==> config.mk <==
export PLATFORM = sky130hd
export DESIGN_NAME = seven_seg_scanner
export DESIGN_NICKNAME = d
export VERILOG_FILES = /design/src/rtl/seven_seg_scanner.sv
export SDC_FILE = /design/constraint.sdc
export NUM_CORES = 1
export LEC_CHECK = 0
export CAP_MARGIN = 5
export CORE_ASPECT_RATIO = 0.9
export CORE_MARGIN = 5
export CORE_UTILIZATION = 35
export CTS_BUF_LIST = sky130_fd_sc_hd__clkbuf_16
export CTS_CLUSTER_SIZE = 30
export DETAILED_ROUTE_END_ITERATION = 8
export MAX_ROUTING_LAYER = met4
export PLACE_DENSITY = 0.52
export SYNTH_ARGS = -nofsm -noshare
export SYNTH_HDL_FRONTEND = slang
export SYNTH_SLANG_ARGS = --single-unit
==> constraint.sdc <==
create_clock -name clk -period 6.8 [get_ports clk]
set_input_delay 2.04 -clock clk [delete_from_list [all_inputs] [get_ports clk]]
set_output_delay 2.04 -clock clk [all_outputs]
set_load 0.01 [all_outputs]
==> src/rtl/seven_seg_scanner.sv <==
// Time-multiplexed driver for an 8-digit common-anode seven-segment display.
// A shadow register set is written by the host at any time; it is copied into
// the active set only at the start of a frame so that a frame never tears.
//
// state | meaning
// ------+------------------------------------------------------------------
// FETCH | one cycle; at idx 0 the active set copies the shadow set
// ON    | REFRESH_DIV cycles; digit idx is lit if enabled
// BLANK | BLANK_CYCLES cycles; all digits dark to avoid ghosting
module seven_seg_scanner #(
  parameter int REFRESH_DIV  = 100000,
  parameter int BLANK_CYCLES = 1000
) (
  input  logic        clk,
  input  logic        reset,
  input  logic [31:0] digits,
  input  logic [7:0]  dp_in,
  input  logic [7:0]  enable,
  input  logic        load,
  output logic [7:0]  display,
  output logic [7:0]  Anode,
  output logic        frame_done
);

  typedef enum logic [1:0] {
    S_FETCH = 2'd0,
    S_ON    = 2'd1,
    S_BLANK = 2'd2
  } state_t;

  // 20 bits covers the largest legal count (2^20 - 1) for either phase.
  localparam int CNT_W = 20;
  localparam logic [CNT_W-1:0] ON_LAST    = CNT_W'(REFRESH_DIV - 1);
  localparam logic [CNT_W-1:0] BLANK_LAST = CNT_W'(BLANK_CYCLES - 1);
  localparam logic [CNT_W-1:0] CNT_ONE    = CNT_W'(1);

  state_t           state_q, state_d;
  logic [2:0]       idx_q, idx_d;
  logic [CNT_W-1:0] cnt_q, cnt_d;

  logic [31:0] sh_digits_q, sh_digits_d;
  logic [7:0]  sh_dp_q, sh_dp_d;
  logic [7:0]  sh_en_q, sh_en_d;
  logic [31:0] act_digits_q, act_digits_d;
  logic [7:0]  act_dp_q, act_dp_d;
  logic [7:0]  act_en_q, act_en_d;

  logic [7:0] anode_q, anode_d;
  logic [7:0] display_q, display_d;
  logic       frame_done_q, frame_done_d;

  // Active-low hex decode, segment order {g,f,e,d,c,b,a}.
  function automatic logic [6:0] seg7(input logic [3:0] hex);
    logic [6:0] s;
    case (hex)
      4'h0: s = 7'h40;
      4'h1: s = 7'h79;
      4'h2: s = 7'h24;
      4'h3: s = 7'h30;
      4'h4: s = 7'h19;
      4'h5: s = 7'h12;
      4'h6: s = 7'h02;
      4'h7: s = 7'h78;
      4'h8: s = 7'h00;
      4'h9: s = 7'h10;
      4'hA: s = 7'h08;
      4'hB: s = 7'h03;
      4'hC: s = 7'h46;
      4'hD: s = 7'h21;
      4'hE: s = 7'h06;
      default: s = 7'h0E;
    endcase
    return s;
  endfunction

  // Next-state logic: scan sequencing, shadow capture, frame-start copy.
  always_comb begin
    state_d      = state_q;
    idx_d        = idx_q;
    cnt_d        = cnt_q;
    sh_digits_d  = sh_digits_q;
    sh_dp_d      = sh_dp_q;
    sh_en_d      = sh_en_q;
    act_digits_d = act_digits_q;
    act_dp_d     = act_dp_q;
    act_en_d     = act_en_q;

    case (state_q)
      S_FETCH: begin
        state_d = S_ON;
        cnt_d   = '0;
        // Copy uses the shadow as it was before this edge, so a load in the
        // same cycle lands in the following frame.
        if (idx_q == 3'd0) begin
          act_digits_d = sh_digits_q;
          act_dp_d     = sh_dp_q;
          act_en_d     = sh_en_q;
        end
      end
      S_ON: begin
        if (cnt_q == ON_LAST) begin
          state_d = S_BLANK;
          cnt_d   = '0;
        end else begin
          cnt_d = cnt_q + CNT_ONE;
        end
      end
      S_BLANK: begin
        if (cnt_q == BLANK_LAST) begin
          state_d = S_FETCH;
          cnt_d   = '0;
          idx_d   = idx_q + 3'd1;
        end else begin
          cnt_d = cnt_q + CNT_ONE;
        end
      end
      default: begin
        state_d = S_FETCH;
        cnt_d   = '0;
        idx_d   = 3'd0;
      end
    endcase

    if (load) begin
      sh_digits_d = digits;
      sh_dp_d     = dp_in;
      sh_en_d     = enable;
    end
  end

  // Output decode from next-state values so the registered outputs line up
  // exactly with the state they describe.
  always_comb begin
    anode_d      = 8'hFF;
    display_d    = 8'hFF;
    frame_done_d = (state_d == S_BLANK) && (idx_d == 3'd7) && (cnt_d == BLANK_LAST);
    if ((state_d == S_ON) && act_en_d[idx_d]) begin
      anode_d[idx_d] = 1'b0;
      display_d      = {~act_dp_d[idx_d], seg7(act_digits_d[{idx_d, 2'b00} +: 4])};
    end
  end

  // State and output registers with synchronous reset.
  always_ff @(posedge clk) begin
    if (reset) begin
      state_q      <= S_FETCH;
      idx_q        <= 3'd0;
      cnt_q        <= '0;
      sh_digits_q  <= '0;
      sh_dp_q      <= '0;
      sh_en_q      <= '0;
      act_digits_q <= '0;
      act_dp_q     <= '0;
      act_en_q     <= '0;
      anode_q      <= 8'hFF;
      display_q    <= 8'hFF;
      frame_done_q <= 1'b0;
    end else begin
      state_q      <= state_d;
      idx_q        <= idx_d;
      cnt_q        <= cnt_d;
      sh_digits_q  <= sh_digits_d;
      sh_dp_q      <= sh_dp_d;
      sh_en_q      <= sh_en_d;
      act_digits_q <= act_digits_d;
      act_dp_q     <= act_dp_d;
      act_en_q     <= act_en_d;
      anode_q      <= anode_d;
      display_q    <= display_d;
      frame_done_q <= frame_done_d;
    end
  end

  assign Anode      = anode_q;
  assign display    = display_q;
  assign frame_done = frame_done_q;

endmodule

==> qor.yml, run 1 <==
floorplan.die.height_um: 134
instances_no_fill: 896
timing.final.crit_share_pct: 62.6
wl_per_cell_um: 15.5
gp_congestion: 0.896
vias: 4393
ys_seq_share_pct: 46.2
wl_mm: 13.9
nFillCells: 1594
ys_area_um2: 5980
clkTransAtPathRegs_ps: 60
routed_via_density: 4.90
yosysWarningCount: 0
cap_violations: 0
async_reset_ff_share_pct: 0
tns_ps: 0
ys.flop_type: "dfxtp_1"
logic_area_um2: 2970
final_nets: 736
cts_resized: 0
worst_slew_pin_slew_ps: 1030
ys.flops: 138
power_density_nw_per_um2: 255
io_buffers: 67
cp_top_family: "buffers and inverters"
arrival_ps: 4530
syn_avg_cell_area_um2: 9.68
drc: 0
status: "complete, no violations"
grt_use_total_pct: 15.0
ys_types: 57
crit_buf_inv: 4
dp.final_hpwl_mm: 9.60
ys_cells: 618
clock_skew_ps: 26.4
critPathMaxFanout: 23
layout.area.seq_um2: 2760
firstDrtPassIters: 4
hold-worst-slack_ps: 487
post-route-util_pct: 43.3
timing.fmax_ghz: 0.235
antenna_found_initial: 0
openroad.warnings: 35
layout-drive-gt1-share_pct: 7.30
power.total_mw: 1.86
die_x_um: 148
core_area_um2: 16800
fp_util_pct: 35.5
ir_drop_uv: 153
clock_sinks: 138
critPathMaxStageDelay_ps: 670
io_pins: 68
diodes: 0
leakage_nw: 3.01
slew_violations: 0
cp_common_cell: "inv_1"
edf_count: 0
cts-buffers-inserted: 17
syn2layout_area_growth_pct: 21.9
hold_class: "register to register"
path_class: "register to register"
cp-start-kind: "register"
setup_viol: 0
post-cts-setup-buffer-count: 0
grt_max_degree: 99
hold_buffers: 0
final_common_cell: "dfxtp_1"
drtIter0Drc: 268
crit_chain: "inv_1, ha_1, nand3b_1, buf_4, mux2i_1, mux2i_1, mux2_2, a221oi_1, inv_1, ha_1, inv_1, a2111oi_0, a31oi_1, nand4_1"
antenna_left: 0
cts.path.max_buffers: 2
dp_cells: 864
syn_area_um2: 5980
cts_max_level: 4
syn_nets: 682
chipArea_um2: 19800
synthCells: 618
row_count: 45
cp-end-kind: "register"
min_period_ps: 4260
cts_tree: "yes"
hold_violations: 0
rsz0062_at_grt: "no"
overflow: 0
layout_top_cells: "dfxtp_1 (138), nor2_1 (131), mux2i_1 (108)"
grt_pass1_vias: 4444
cts-root-buf: "clkbuf_16"
required_ps: 7080
cpMaxStageDelayCell: "a221oi_1"
clock_latency_ps: 430
relSlewSlack_pct: 31.6
grt_pass1_wl_mm: 22.9
run 1: flip-flops by register name (all words and copies together) (netlist names):
| register | count |
|---|---|
| cnt_q | 20 |
| display | 8 |
| act_dp_q | 8 |
| sh_en_q | 8 |
| frame_done | 1 |
| state_q | 2 |
| sh_digits_q | 32 |
| sh_dp_q | 8 |
| idx_q | 3 |
| Anode | 8 |
| act_digits_q | 32 |
| act_en_q | 8 |
run 1: worst reg2reg max path, delay by kind of cell (launching register included):
family          cells  cell delay, ps
fa+ha+maj           2             530
compound gates      3             900
buf+inv             4             910
simple gates        2             660
flops               1             460
mux                 3             690
run 1: cell families after synthesis:
| logic type | count (synthesis) | synth area share, % |
|---|---|---|
| AND/OR/NAND/NOR | 229 | 17.4 |
| multiplexers | 119 | 20.4 |
| XOR/XNOR | 22 | 3.22 |
| flip-flops | 138 | 46.2 |
| adder cells (fa/ha/maj) | 13 | 2.72 |
| buffers and inverters | 51 | 4.20 |
| AND-OR/OR-AND | 46 | 5.81 |
run 1: layout make-up:
cell class                      instances  area share [%]
Inverter                               13           0.669
Sequential cell                       138            37.9
Clock buffer                           17            5.83
Timing Repair Buffer                   73            9.67
Tap cell                              211            3.62
Multi-Input combinational cell        429            40.7
Clock inverter                         15            1.65
run 1: per-layer routing:
metal | vias to the layer above | global-route usage, % | share of wire [%]
li1 | 2260 | - | -
met1 | 2034 | 20.3 | 51
met2 | 83 | 20.9 | 42
met3 | 16 | 4.29 | 4.8
met4 | 0 | 6.46 | 1.8
met5 | - | - | 0
run 1: metrics by stage:
step	area (um^2)	setup slack [ps]
2_1_floorplan	5980	3340
3_3_place_gp	6750	2740
3_5_place_dp	6750	2620
4_1_cts	7300	2570
5_1_grt	7300	2150
6_report	7300	2540
run 1: final timing paths:
kind	slack (ps)	depth (start not counted)	from	to
max reg2reg	2540	14	state_q[1]	display[3]
min	490	2	act_digits_q[18]	act_digits_q[18]
min reg2reg	490	2	act_digits_q[18]	act_digits_q[18]
max	2540	14	state_q[1]	display[3]
run 1: cell usage after synthesis, types with 8 or more instances:
cell	n	share of area [%]
clkbuf_1	20	1.3
dfxtp_1	138	46
ha_1	13	2.7
inv_1	13	0.82
mux2_2	8	1.5
mux2i_1	108	18
nand2_1	29	1.8
nand3_1	19	1.6
nand4_1	10	1.0
nor2_1	131	8.2
nor3_1	8	0.67
xnor2_1	11	1.6
xor2_1	11	1.6
run 1: power breakdown:
| group | internal [mW] | leakage (nW) | switching [mW] |
|---|---|---|---|
| clock | 0.525 | 0.281 | 0.321 |
| sequential | 0.841 | 1.13 | 0.0150 |
| combinational | 0.0795 | 1.60 | 0.0794 |
| total | 1.45 | 3.01 | 0.416 |
**Run 1: wires at chosen ports, followed through buffers**

Scale: 3 px per um.
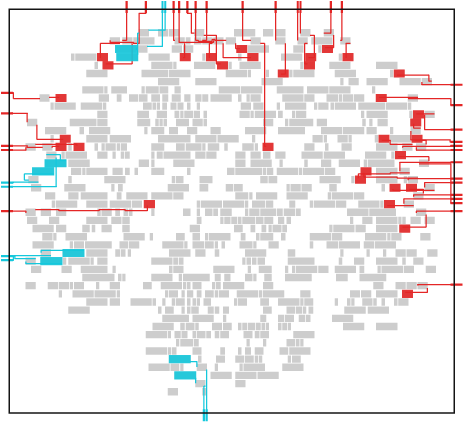
cyan -> `Anode`  # bits 8, direction output, end cells 8, buffers 8, wire 172 um
red -> `digits`  # bits 32, direction input, end cells 32, buffers 32, wire 803 um

**Run 1: signal metal coverage by tile**

Scale: 2 px per um. The die is cut into 30 by 27 equal tiles; white is low, dark blue is high, scaled to the fullest tile. Values are wire area over tile area, all layers added.
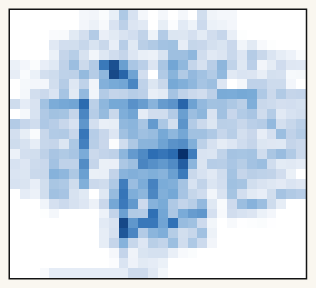
densest ninth of the die = middle
mean over tiles = 0.11
nearly empty tiles = 24%
emptiest ninth of the die = bottom left
fullest tile = 0.51

**Run 1: selected gate families**

Scale: 2 px per um.
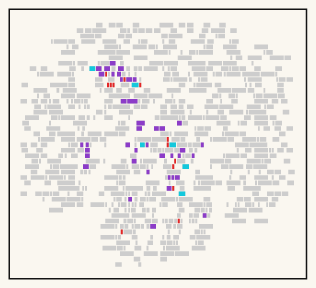
red -> inv cells  # cells 13, most used inv_1
purple -> aoi and oai cells  # cells 40, most used o21ai_0, where middle
cyan -> non-inverting ao/oa cells  # cells 6, where middle

## Run 2: what changed since run 1
PLACE_DENSITY = 0.54   (was 0.52)
clock period = 3.82 ns   (was 6.8 ns; I/O delays follow)
==> qor.yml, run 2 <==
status: "complete, no violations"  # unchanged
diodes: 0  # unchanged
critPathMaxFanout: 7  # was 23
arrival_ps: 3790  # was 4530 ps
openroad.warnings: 35  # unchanged
layout_top_cells: "dfxtp_1 (137), nor2_1 (131), mux2i_1 (108)"  # was dfxtp_1 (138), nor2_1 (131), mux2i_1 (108)
reg2reg_from: "cnt_q[1]"  # was state_q[1]
ys.flop_type: "dfxtp_1"  # unchanged
cap_violations: 0  # unchanged
chipArea_um2: 19800  # unchanged
firstDrtPassIters: 5  # was 4
antenna_left: 0  # unchanged
cp-end-kind: "register"  # unchanged
power.total_mw: 3.43  # was 1.86 mW
ys.flops: 138  # unchanged
floorplan.die.height_um: 134  # unchanged
cts-root-buf: "clkbuf_16"  # unchanged
clkTransAtPathRegs_ps: 60  # about the same
hold_buffers: 0  # unchanged
hold_class: "register to register"  # unchanged
cts.path.max_buffers: 2  # unchanged
async_reset_ff_share_pct: 0  # unchanged
drtIter0Drc: 329  # was 268
final_common_cell: "dfxtp_1"  # unchanged
syn_avg_cell_area_um2: 9.68  # unchanged
ys_cells: 618  # unchanged
setup_viol: 0  # unchanged
worst_r2r_path_depth: 14  # unchanged
grt_use_total_pct: 15.2  # was 15.0%
antenna_found_initial: 0  # unchanged
layout-drive-gt1-share_pct: 10.1  # was 7.30%
io_buffers: 67  # unchanged
clock_sinks: 138  # unchanged
syn_nets: 682  # unchanged
syn2layout_area_growth_pct: 24.8  # was 21.9%
gp_congestion: 0.845  # was 0.896
cts-buffers-inserted: 17  # unchanged
synth_top_cell_by_area: "dfxtp_1"  # unchanged
required_ps: 4090  # was 7080 ps
slew_violations: 0  # unchanged
core_area_um2: 16800  # unchanged
yosysWarningCount: 0  # unchanged
cts_tree: "yes"  # unchanged
synthTopCellsByArea: "dfxtp_1 (46%), mux2i_1 (18%), nor2_1 (8.2%)"  # unchanged
tns_ps: 0  # unchanged
ir_drop_uv: 287  # was 153 uV
post-cts-setup-buffer-count: 0  # unchanged
grt_pass1_vias: 4365  # was 4,444
die_x_um: 148  # unchanged
cts_max_level: 4  # unchanged
leakage_nw: 3.08  # was 3.01 nW
clock_skew_ps: 7.39  # was 26.4 ps
rsz0062_at_grt: "no"  # unchanged
path_class: "register to register"  # unchanged
ys_seq_share_pct: 46.2  # unchanged
dpl_cell_area_um2: 6870  # was 6750 um^2
grt_max_degree: 98  # was 99
yosys-top-cells-count: "dfxtp_1 (138), nor2_1 (131), mux2i_1 (108), nand2_1 (29), clkbuf_1 (20)"  # unchanged
dp.final_hpwl_mm: 9.89  # was 9.60 mm
cts_resized: 1  # was 0
power_density_nw_per_um2: 460  # was 255 nW/um^2
wl_per_cell_um: 15.8  # was 15.5 um
synthMostInstantiatedCell: "dfxtp_1"  # unchanged
vias: 4472  # was 4,393
ys_types: 57  # unchanged
edf_count: 0  # unchanged
min_period_ps: 3520  # was 4260 ps
grt_pass1_wl_mm: 23.3  # was 22.9 mm
ys_area_um2: 5980  # unchanged
hold_path_depth: 1  # was 2
final_cell_area_um2: 7470  # was 7300 um^2
cp-start-kind: "register"  # unchanged
hold_violations: 0  # unchanged
crit_start: "cnt_q[1]"  # was state_q[1]
largestRegisters: "act_digits_q x32, sh_digits_q x32, cnt_q x20"  # unchanged
fp_util_pct: 35.5  # unchanged
top_cell_area_share_pct: 46.2  # unchanged
hold-worst-slack_ps: 464  # was 487 ps
timing.fmax_ghz: 0.284  # was 0.235 GHz
wl_mm: 14.3  # was 13.9 mm
syn_area_um2: 5980  # unchanged
crit_end: "display[3]"  # unchanged
routed_via_density: 4.93  # was 4.90
relSlewSlack_pct: 33.8  # was 31.6%
clock_latency_ps: 420  # was 430 ps
row_count: 45  # unchanged
regToRegSetupSlack_ps: 300  # was 2540 ps
timing.final.crit_share_pct: 92.2  # was 62.6%
r2r_end: "display[3]"  # unchanged
overflow: 0  # unchanged
drc: 0  # unchanged
io_pins: 68  # unchanged
worst_slew_pin_slew_ps: 993  # was 1030 ps
final_nets: 748  # was 736
synthCells: 618  # unchanged
setup_slack_ps: 296  # was 2540 ps
pre_cts_slack_ps: 20.3  # was 2620 ps
run 2: cell count changes in the layout (fill, tap and decap cells not counted), sizes merged:
cell	change
clkinv	+1
bufinv	+1
buf	+12
inv	-3
run 2: worst min-delay path by stage:
stage	from	endpoint	slack (ps)
detailed placement	act_en_q[2]	act_en_q[2]	480
global route	cnt_q[0]	cnt_q[0]	500
finish	cnt_q[0]	cnt_q[0]	460
floorplan	cnt_q[0]	cnt_q[0]	450
CTS	act_en_q[0]	act_en_q[0]	490
global placement	cnt_q[0]	cnt_q[0]	460
run 2: layout make-up:
class | instances | area [um^2]
Clock buffer | 17 | 425
Timing Repair Buffer | 85 | 821
Inverter | 13 | 48.8
Fill cell | 1573 | 9370
Tap cell | 211 | 264
Clock inverter | 14 | 156
Multi-Input combinational cell | 429 | 2990
Sequential cell | 138 | 2760
run 2: power breakdown:
group	internal, mW	switching, mW
Clock	1.01	0.610
Combinational	0.147	0.142
Sequential	1.50	0.0263
run 2: stage by stage:
step,utilization (%),cells
2_1_floorplan,-,618
3_3_place_gp,40.8,876
3_5_place_dp,40.8,876
4_1_cts,44.3,907
5_1_grt,44.4,907
6_report,44.4,907
run 2: worst max-delay path, stage by stage, from the launching register on:
cell	delay, ps
dfxtp_1	370
ha_1	240
nor4bb_2	260
and4_4	310
buf_4	130
nand4_1	140
nand2_1	310
mux2_2	400
a221oi_2	420
inv_1	140
ha_1	250
inv_1	60
a2111oi_0	50
a31oi_1	190
nand4_1	120
run 2: kinds of logic after synthesis:
| kind of cell | Yosys count | synth area share (%) |
|---|---|---|
| AOI/OAI and AO/OA | 46 | 5.81 |
| xor gates and xnor gates | 22 | 3.22 |
| adders and majority gates | 13 | 2.72 |
| buffers and inverters | 51 | 4.20 |
| DFF | 138 | 46.2 |
| muxes | 119 | 20.4 |
| and+or+nand+nor | 229 | 17.4 |
run 2: metal layers:
metal	up-vias	share of wire, %	track usage (%)
li1	2271	-	-
met1	2080	53	21.9
met2	109	41	20.7
met3	12	4.3	3.75
met4	0	1.2	4.82
met5	-	0	-
**Run 2: wires at chosen ports, followed through buffers**

Scale: 3 px per um.
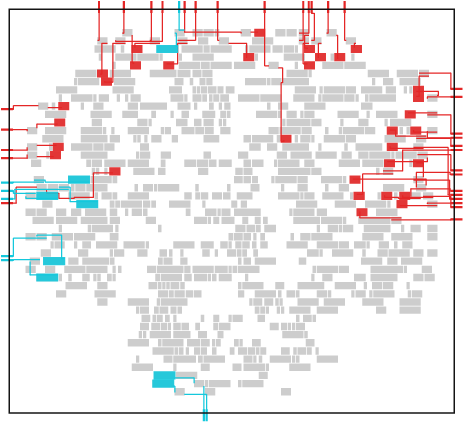
cyan -> `Anode`  # bits 8, direction output, end cells 8, buffers 8, wire 194 um
red -> `digits`  # bits 32, direction input, end cells 32, buffers 32, wire 839 um

Power figures rest on the tool's default switching activity, not on a simulated workload.
